`config.mk`:
```
export PLATFORM = sky130hd
export DESIGN_NAME = serial_subtractor
export DESIGN_NICKNAME = d
export VERILOG_FILES = /design/src/rtl/sub_pkg.sv /design/src/rtl/full_adder_cp.sv /design/src/rtl/serial_subtractor.sv
export SDC_FILE = /design/constraint.sdc
export NUM_CORES = 1
export LEC_CHECK = 0
export CORE_UTILIZATION = 30
export CTS_CLUSTER_DIAMETER = 30
export DETAILED_ROUTE_END_ITERATION = 10
export GPL_ROUTABILITY_DRIVEN = 0
export PLACE_DENSITY_LB_ADDON = 0.05
export SLEW_MARGIN = 20
export SYNTH_ARGS = -nofsm -noshare
export SYNTH_HDL_FRONTEND = slang
export SYNTH_HIERARCHICAL = 1
export SYNTH_SLANG_ARGS = --single-unit
```
`constraint.sdc`:
```
create_clock -name clk -period 1.2 [get_ports clk]
set_input_delay 0.24 -clock clk [delete_from_list [all_inputs] [get_ports clk]]
set_output_delay 0.24 -clock clk [all_outputs]
set_load 0.05 [all_outputs]
```
`src/rtl/sub_pkg.sv`:
```
// rtl/sub_pkg.sv - shared state encoding and carry helper for the bit-serial subtractor
package sub_pkg;

  typedef enum logic {
    ST_IDLE = 1'b0,
    ST_RUN  = 1'b1
  } state_t;

  function automatic logic carry_out(input logic gen, input logic prop, input logic cin);
    return gen | (prop & cin);
  endfunction

endpackage

```
`src/rtl/full_adder_cp.sv`:
```
// rtl/full_adder_cp.sv - one-bit full adder exposing carry propagate/generate terms
module full_adder_cp (
  input  logic a,
  input  logic b,
  input  logic cin,
  output logic sout,
  output logic prop,
  output logic gen
);

  assign prop = a ^ b;
  assign gen  = a & b;
  assign sout = prop ^ cin;

endmodule

```
`src/rtl/serial_subtractor.sv`:
```
// rtl/serial_subtractor.sv - bit-serial a - b, LSB first, one bit per clock
// with a start/done handshake; results held until the next completion.
module serial_subtractor
  import sub_pkg::*;
#(
  parameter int WIDTH = 8
) (
  input  logic             clk,
  input  logic             rst,
  input  logic             start,
  input  logic [WIDTH-1:0] a,
  input  logic [WIDTH-1:0] b,
  output logic             busy,
  output logic             done,
  output logic [WIDTH-1:0] diff,
  output logic             borrow,
  output logic             ovf,
  output logic             zero
);

  localparam int CW = $clog2(WIDTH + 1);
  localparam logic [CW-1:0] LAST_BIT = CW'(WIDTH - 1);

  state_t           state;
  logic [WIDTH-1:0] a_sh;
  logic [WIDTH-1:0] b_sh;
  logic [WIDTH-1:0] res_sh;
  logic [WIDTH-1:0] res_next;
  logic [CW-1:0]    cnt;
  logic             carry;
  logic             fa_s;
  logic             fa_p;
  logic             fa_g;
  logic             co;

  // a - b is computed as a + ~b + 1; the +1 comes from carry being preset to 1.
  full_adder_cp u_fa (
    .a    (a_sh[0]),
    .b    (~b_sh[0]),
    .cin  (carry),
    .sout (fa_s),
    .prop (fa_p),
    .gen  (fa_g)
  );

  assign co       = carry_out(fa_g, fa_p, carry);
  assign res_next = {fa_s, res_sh[WIDTH-1:1]};

  always_ff @(posedge clk) begin
    if (rst) begin
      state  <= ST_IDLE;
      busy   <= 1'b0;
      done   <= 1'b0;
      diff   <= '0;
      borrow <= 1'b0;
      ovf    <= 1'b0;
      zero   <= 1'b0;
      a_sh   <= '0;
      b_sh   <= '0;
      res_sh <= '0;
      cnt    <= '0;
      carry  <= 1'b0;
    end else begin
      done <= 1'b0;
      case (state)
        ST_IDLE: begin
          if (start) begin
            a_sh  <= a;
            b_sh  <= b;
            carry <= 1'b1;
            cnt   <= '0;
            state <= ST_RUN;
            busy  <= 1'b1;
          end
        end
        ST_RUN: begin
          a_sh   <= a_sh >> 1;
          b_sh   <= b_sh >> 1;
          res_sh <= res_next;
          carry  <= co;
          cnt    <= cnt + 1'b1;
          // On the MSB step, carry is the carry into the MSB, so ovf needs no extra register.
          if (cnt == LAST_BIT) begin
            state  <= ST_IDLE;
            busy   <= 1'b0;
            done   <= 1'b1;
            diff   <= res_next;
            borrow <= ~co;
            ovf    <= carry ^ co;
            zero   <= (res_next == '0);
          end
        end
        default: begin
          state <= ST_IDLE;
          busy  <= 1'b0;
        end
      endcase
    end
  end

endmodule

```
==> impl_metrics.ini <==
; generated from flow reports
[status]
status = finished, violations left
violations = negative setup slack

[grt]
grt_first_pass_wirelength_mm = 5.823
antenna_found_initial = 0
grt_usage = 0.1245
grt_max_degree = 36
met2_usage = 0.2195
use_met1 = 0.1378
grt.overflow.total = 0

[worst_setup_path]
crit_path_max_incr_delay_ns = 0.34
r2r_start = b_sh[0]
required_ns = 1.39
path_class = reg2reg
reg2reg_to = ovf
rrSetupSlack_ns = -0.02
crit_path_max_fanout = 3

[layout]
clock_buffers = 7
seq_cell_count = 42
areaGrowthSynthToFinish_pct = 43.70
layout.nets = 218
layout-drive-gt1-share = 0.2374

[route]
ant_nets = 0
viasPerCell = 4.570
drc_errors = 0
topRoutingLayerUsed = met4
dr.pass1.iters = 2

[synth]
syn_area_per_cell_um2 = 10.87
yosysTopAreaCell = dfxtp_1
syn_inst = 158
synth_top_area_share = 0.4894
ys.flop_type = dfxtp_1
yosys_warnings = 6
synth-adder-area-share = 0.01457
synth_nets = 179
ys_sh_aoi = 0.09323
top_cells_by_count = dfxtp_1, nor2_1, mux2i_1
synth.area.mux_share = 0.2323
yosys_area_mm2 = 0.001718

[cts]
clk_pin_slew_worst_paths_ns = 0.08
clockBufferDepth = 2
cts_buffers = 5
clock_sinks = 42

[timing]
final.setup.tns_ns = -0.01825
fin_crit_sh = 1.015
grt_setup_unrepaired = true
whs_ns = 0.4930
relSlewSlack = 0.8098
setup_viol = 1
fin_ws_ns = -0.01825

[power_and_ir_drop]
pg_comb_uw = 388
finalPower_uw = 2810
pg_seq_uw = 1490
p_comb_frac = 0.138
clkPwrFrac = 0.332
leakage_uw = 0.001022

[die]
dieArea_mm2 = 0.006033
io_pins = 32
taps = 72
fp_util = 0.3120

[worst_hold_path]
min_to = b_sh[6]
min_from = b_sh[7]
whs_path_depth = 2

[job]
warnings = 28
[repair_timing]
action | 4_1_cts | 5_1_grt
buffers inserted | 1 | 3
hold buffers | 0 | 0
pin swaps | 3 | 9
setup endpoints to repair | 16 | 14
gates cloned | 1 | 0
resized | 2 | 4
[flip-flops by register name, summed over array words and instances (netlist names)]
signal,count
a_sh,8
b_sh,8
borrow,1
busy,1
carry,1
cnt,4
diff,8
done,1
ovf,1
res_sh,7
state,1
zero,1
[through the flow]
| step | setup WS (ns) | cells | cell area [µm²] |
|---|---|---|---|
| global placement | -0.3459 | 258 | 2307 |
| global route | -0.07057 | 270 | 2469 |
| finish | -0.01825 | 270 | 2469 |
| floorplan | 0.008596 | 158 | 1754 |
| CTS | -0.01862 | 268 | 2441 |
| detailed placement | -0.3623 | 258 | 2307 |
### Placement density heat map

The die is cut into 8 by 8 equal tiles; white is low, dark blue is high, 0 to 100% covered.
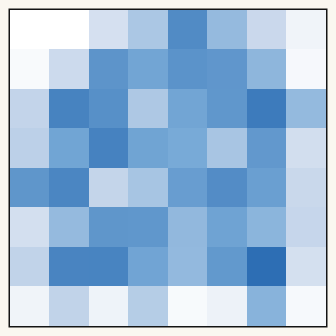
3.1% of the tiles are nearly empty. The mean over all tiles is 39%. The emptiest ninth of the die: upper left. The fullest tile reaches 75%. 1.6% of the tiles are over 75% full.
CORE AREA: 0.005507 mm²
Util after Layout: 0.4483

### Cell placement

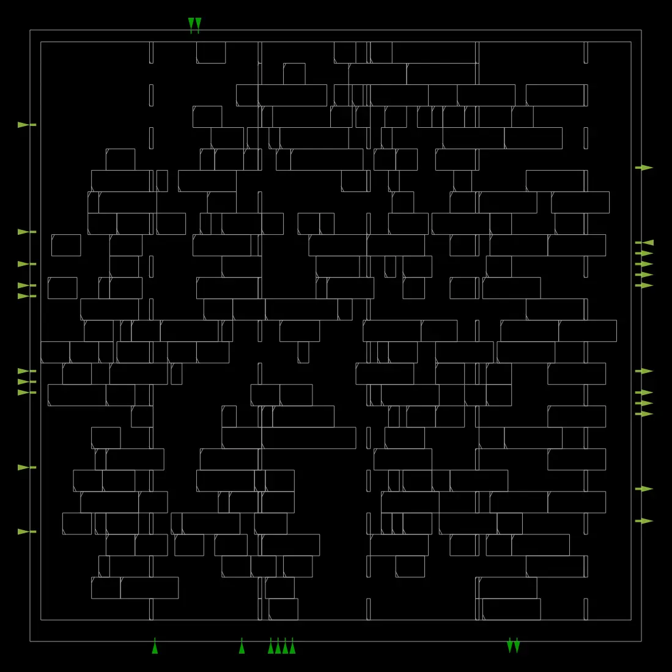
row count: 27
sequential share of cell area: 0.3452
Finished Layout Cells: 270
# fillers: 535

### The metal 3 layer

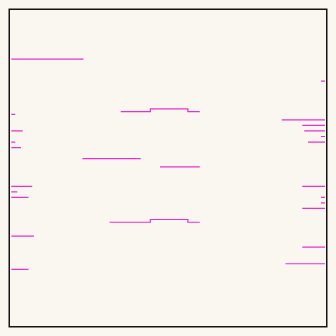
The longest straight run is 17.5 µm. The wires run mostly horizontal.
global routing usage on met3: 0.04118
Routed Wire Length: 3.377 mm
total number of vias: 1,234

### Pin map

Pins as bars across the die edge, other pins in grey.
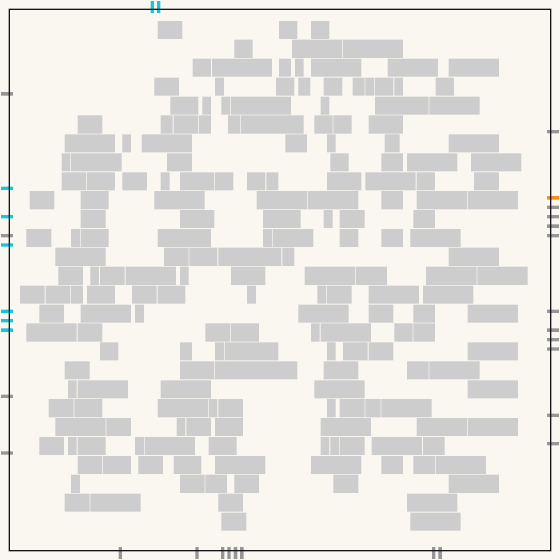
Key: cyan = `a` [pins 8, direction input, edge 6 left, 2 top]; orange = `rst` [pins 1, direction input, edge right]
die width: 77.67 µm
IO Port Bufs: 31
Die Height: 77.67 µm

